`config.mk`:
```
export PLATFORM = sky130hd
export DESIGN_NAME = even_wb_merge
export DESIGN_NICKNAME = d
export VERILOG_FILES = /design/src/rtl/even_wb_merge.sv
export SDC_FILE = /design/constraint.sdc
export NUM_CORES = 2
export LEC_CHECK = 0
export CAP_MARGIN = 5
export CORE_MARGIN = 10
export CORE_UTILIZATION = 51
export CTS_CLUSTER_DIAMETER = 120
export CTS_CLUSTER_SIZE = 24
export DETAILED_ROUTE_END_ITERATION = 10
export GPL_TIMING_DRIVEN = 0
export PLACE_DENSITY = 0.83
export RECOVER_POWER = 100
export SLEW_MARGIN = 40
export SYNTH_ARGS = -nofsm -noshare
export SYNTH_HDL_FRONTEND = slang
export SYNTH_SLANG_ARGS = --single-unit
```
`constraint.sdc`:
```
create_clock -name clk -period 20.2 [get_ports clk]
set_input_delay 3.03 -clock clk [delete_from_list [all_inputs] [get_ports clk]]
set_output_delay 3.03 -clock clk [all_outputs]
set_load 0.02 [all_outputs]
```
`src/rtl/even_wb_merge.sv`:
```
`default_nettype none
// ============================================================================
// Module   : even_wb_merge
// Purpose  : Even-pipe writeback merge. Queues int/fp/fx results in program
//            order and retires one per cycle to the even register-file port.
//            Define EVEN_WB_FWD_EN to build the queued-value forwarding search.
// Revision : 1.0 - initial release
// ============================================================================
module even_wb_merge #(
  parameter int DEPTH        = 8,
  parameter int STALL_THRESH = 4
) (
  input  logic         clk,
  input  logic         reset,
  input  logic         int_we,
  input  logic [6:0]   int_addr,
  input  logic [127:0] int_data,
  input  logic         fp_we,
  input  logic [6:0]   fp_addr,
  input  logic [127:0] fp_data,
  input  logic         fx_we,
  input  logic [6:0]   fx_addr,
  input  logic [127:0] fx_data,
  output logic         rf_we,
  output logic [6:0]   rf_addr,
  output logic [127:0] rf_data,
  output logic         wb_stall,
  output logic         wb_overflow,
  input  logic [6:0]   q_addr_a,
  input  logic [6:0]   q_addr_b,
  input  logic [6:0]   q_addr_c,
  output logic         fwd_hit_a,
  output logic         fwd_hit_b,
  output logic         fwd_hit_c,
  output logic [127:0] fwd_data_a,
  output logic [127:0] fwd_data_b,
  output logic [127:0] fwd_data_c
);

  localparam int AW = $clog2(DEPTH);
  localparam int CW = AW + 1;

  logic [6:0]    addr_mem_q [DEPTH];
  logic [127:0]  data_mem_q [DEPTH];

  logic [AW-1:0] head_q, head_d;
  logic [AW-1:0] tail_q, tail_d;
  logic [CW-1:0] count_q, count_d;
  logic          rf_we_q, rf_we_d;
  logic [6:0]    rf_addr_q, rf_addr_d;
  logic [127:0]  rf_data_q, rf_data_d;
  logic          stall_q, stall_d;
  logic          overflow_q, overflow_d;

  logic [2:0]    src_we;
  logic [6:0]    src_addr [3];
  logic [127:0]  src_data [3];
  logic [2:0]    wr_en;
  logic [AW-1:0] wr_idx [3];
  logic          pop;
  logic [CW-1:0] pop_ext;
  logic [CW-1:0] free_slots;
  logic [CW-1:0] n_acc;
  logic          drop;

  always_comb begin
    src_we      = {fx_we, fp_we, int_we};
    src_addr[0] = int_addr;
    src_addr[1] = fp_addr;
    src_addr[2] = fx_addr;
    src_data[0] = int_data;
    src_data[1] = fp_data;
    src_data[2] = fx_data;

    pop        = (count_q != '0);
    pop_ext    = {{(CW-1){1'b0}}, pop};
    // Space freed by this cycle's pop is usable by this cycle's pushes.
    free_slots = CW'(DEPTH) - (count_q - pop_ext);

    n_acc = '0;
    drop  = 1'b0;
    for (int s = 0; s < 3; s++) begin
      wr_en[s]  = 1'b0;
      wr_idx[s] = tail_q + n_acc[AW-1:0];
      if (src_we[s]) begin
        if (n_acc < free_slots) begin
          wr_en[s] = 1'b1;
          n_acc    = n_acc + CW'(1);
        end else begin
          drop = 1'b1;
        end
      end
    end

    head_d     = head_q + AW'(pop);
    tail_d     = tail_q + n_acc[AW-1:0];
    count_d    = count_q - pop_ext + n_acc;
    rf_we_d    = pop;
    rf_addr_d  = pop ? addr_mem_q[head_q] : 7'd0;
    rf_data_d  = pop ? data_mem_q[head_q] : 128'd0;
    stall_d    = (count_d >= CW'(STALL_THRESH));
    overflow_d = overflow_q | drop;
  end

  always_ff @(posedge clk or negedge reset) begin
    if (!reset) begin
      head_q     <= '0;
      tail_q     <= '0;
      count_q    <= '0;
      rf_we_q    <= 1'b0;
      rf_addr_q  <= 7'd0;
      rf_data_q  <= 128'd0;
      stall_q    <= 1'b0;
      overflow_q <= 1'b0;
    end else begin
      head_q     <= head_d;
      tail_q     <= tail_d;
      count_q    <= count_d;
      rf_we_q    <= rf_we_d;
      rf_addr_q  <= rf_addr_d;
      rf_data_q  <= rf_data_d;
      stall_q    <= stall_d;
      overflow_q <= overflow_d;
    end
  end

  // Storage is left unreset; validity is tracked by head/count alone.
  always_ff @(posedge clk) begin
    for (int s = 0; s < 3; s++) begin
      if (wr_en[s]) begin
        addr_mem_q[wr_idx[s]] <= src_addr[s];
        data_mem_q[wr_idx[s]] <= src_data[s];
      end
    end
  end

  assign rf_we       = rf_we_q;
  assign rf_addr     = rf_addr_q;
  assign rf_data     = rf_data_q;
  assign wb_stall    = stall_q;
  assign wb_overflow = overflow_q;

`ifdef EVEN_WB_FWD_EN
  // Walk oldest to youngest so the last match wins.
  function automatic logic [128:0] fwd_lookup(input logic [6:0] qa);
    logic [128:0]  res;
    logic [AW-1:0] idx;
    res = '0;
    for (int i = 0; i < DEPTH; i++) begin
      idx = head_q + AW'(i);
      if ((CW'(i) < count_q) && (addr_mem_q[idx] == qa)) begin
        res = {1'b1, data_mem_q[idx]};
      end
    end
    return res;
  endfunction

  logic [128:0] fwd_a, fwd_b, fwd_c;

  always_comb begin
    fwd_a = fwd_lookup(q_addr_a);
    fwd_b = fwd_lookup(q_addr_b);
    fwd_c = fwd_lookup(q_addr_c);
  end

  assign fwd_hit_a  = fwd_a[128];
  assign fwd_data_a = fwd_a[127:0];
  assign fwd_hit_b  = fwd_b[128];
  assign fwd_data_b = fwd_b[127:0];
  assign fwd_hit_c  = fwd_c[128];
  assign fwd_data_c = fwd_c[127:0];
`else
  logic unused_q_addr;
  assign unused_q_addr = ^{q_addr_a, q_addr_b, q_addr_c};

  assign fwd_hit_a  = 1'b0;
  assign fwd_hit_b  = 1'b0;
  assign fwd_hit_c  = 1'b0;
  assign fwd_data_a = 128'd0;
  assign fwd_data_b = 128'd0;
  assign fwd_data_c = 128'd0;
`endif

endmodule
`default_nettype wire
```
==> impl_metrics.csv <==
group,metric,value,unit
status,outcome,"finished, violations left",
status,violations,"max-capacitance violations, max-slew violations",
clock_network,cts_hold_buf,0,
clock_network,ctsResizeCount,0,
synth,yosysCellCount,4777,
setup_path,arrival,14.70,ns
synth,top_area_share,43.3,%
synth,synthAoiAreaFrac,0.187,%
synth,yosysSeqAreaShare,48.2,%
drt,ant_nets,0,
layout,nets,6334,
setup_path,crit_path_end_kind,"flip-flop",
global_route,grt-ovfl-total,0,
job,cap_violations,40,
synth,syn_area,74900,µm²
floorplan,fp-utilization,51.4,%
clock_network,htree_levels,2,
floorplan,die_w,403,µm
synth,mux_area_share,43.2,%
synth,topCombFamilyByArea,"multiplexers",
placed_design,post-dp-hpwl,171,mm
clock_network,cts-buffers-inserted,58,
clock_network,clock_sinks,1228,
final_timing,finalCriticalPeriod,14.29,ns
job,warnings,49,
layout,areaGrowthSynthToFinish,14.5,%
final_timing,finalSetupTns,0,ns
final_timing,maxSlewViolCount,830,
registers in the layout, indices dropped and copies added (netlist names):
name         cells
addr_mem_q      56
count_q          4
data_mem_q    1024
head_q           3
rf_addr          7
rf_data        128
rf_we            1
tail_q           3
wb_overflow      1
wb_stall         1
layout make-up:
type / count / area, µm² / area share, %
Sequential cell: 1228 / 36100 / 42.1
Multi-Input combinational cell: 3202 / 34600 / 40.4
Timing Repair Buffer: 661 / 6100 / 7.11
Buffer: 720 / 4460 / 5.20
Tap cell: 1917 / 2400 / 2.80
Clock buffer: 102 / 1620 / 1.89
Antenna cell: 114 / 285 / 0.333
Clock inverter: 5 / 66.3 / 0.0773
Inverter: 13 / 48.8 / 0.0569
cells in the final DEF, fill, tap and decap left out, types with 22 or more instances in the layout:
cell             Yosys  layout
mux2_2            1732    1724
edfxtp_1          1080    1080
mux2_1             273     421
clkdlybuf4s50_1      0     408
buf_4              436     390
conb_1               1     387
clkbuf_1            53     312
mux4_2             270     270
dfrtp_1            148     148
nor2_1             144     144
dlygate4sd3_1        0     138
mux2i_1            136     136
diode_2              0     114
buf_2              100      84
clkbuf_16            0      58
buf_1               75      32
clkbuf_2             0      29
buf_6               35      22
per-stage QoR:
stage	utilization, %	hold WS (ns)	instances	instance area [µm²]
2_1_floorplan	-	0.477	5163	76400
3_3_place_gp	57.8	0.485	7627	84200
3_5_place_dp	58.8	0.500	7739	85700
4_1_cts	60.0	0.523	7846	87400
5_1_grt	58.8	0.564	7945	85700
6_report	58.8	0.523	7962	85800
where the power goes:
part / leakage (nW) / total, mW / switching (mW) / internal, mW
Clock: 0.799 / 1.42 / 0.866 / 0.554
Combinational: 18.8 / 8.49 / 4.98 / 3.51
Sequential: 11.7 / 5.45 / 0.393 / 5.05
path summary, 6_finish.rpt:
path,end,slack (ns),cells past startpoint
max reg2reg,data_mem_q[3][37],5.91,26
max,data_mem_q[3][37],5.91,26
min reg2reg,head_q[1],0.52,1
min,head_q[1],0.52,1
max in group asynchronous,rf_data[120],9.23,3
min in group asynchronous,rf_data[27],3.31,1
cell families after synthesis:
logic type | Yosys count
buffers and inverters | 733
and+or+nand+nor | 191
muxes | 2567
xor gates and xnor gates | 16
other | 1
DFF | 1228
adders and majority gates | 19
AOI/OAI and AO/OA | 22
layer usage:
metal	vias to the layer above	global-route usage, %	part of all wire, %
li1	20200	-	-
met1	24300	34.7	35
met2	2729	46.9	48
met3	679	7.57	9.4
met4	58	20.2	6.6
met5	-	0	0.14
==> images/final_clocks.png <==
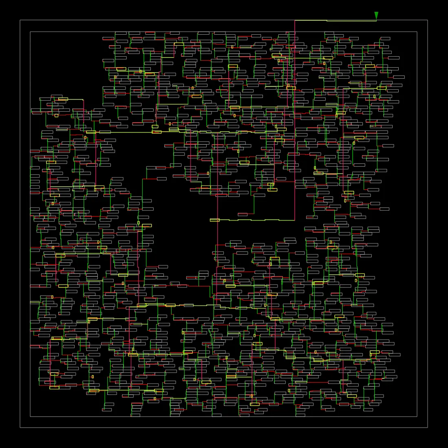
Flops: 1228
clkbuf count: 102

==> images/pdn.png <==
(1 px per µm) Pins as bars on the die edge.
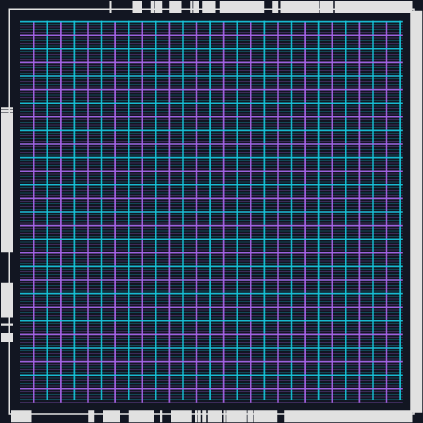
colour	net
cyan	VDD
purple	VSS
met1 rails	141
signal pins	956

==> images/clock_map.png <==
(1 px per µm)
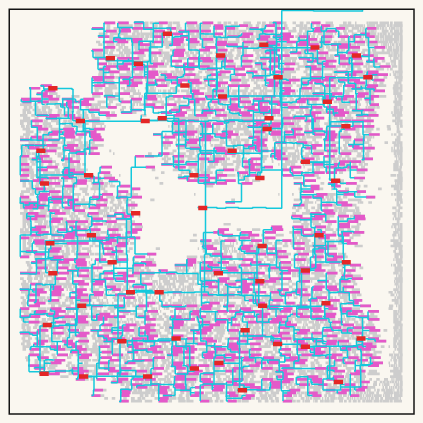
[cyan] clock wires | length: 15200 µm
[red] cells driving clock nets | count: 58
[magenta] flip-flops | count: 1228
routed clock nets	59

==> images/metal_stack.png <==
(1 px per µm)
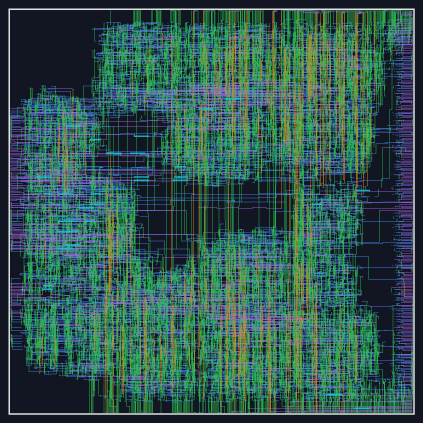
colour	layer	wire length
cyan	met5	358 µm
green	met2	120 mm
purple	met3	23.5 mm
orange	met4	16500 µm
blue	met1	88.2 mm

Power and IR drop assume default switching activity.
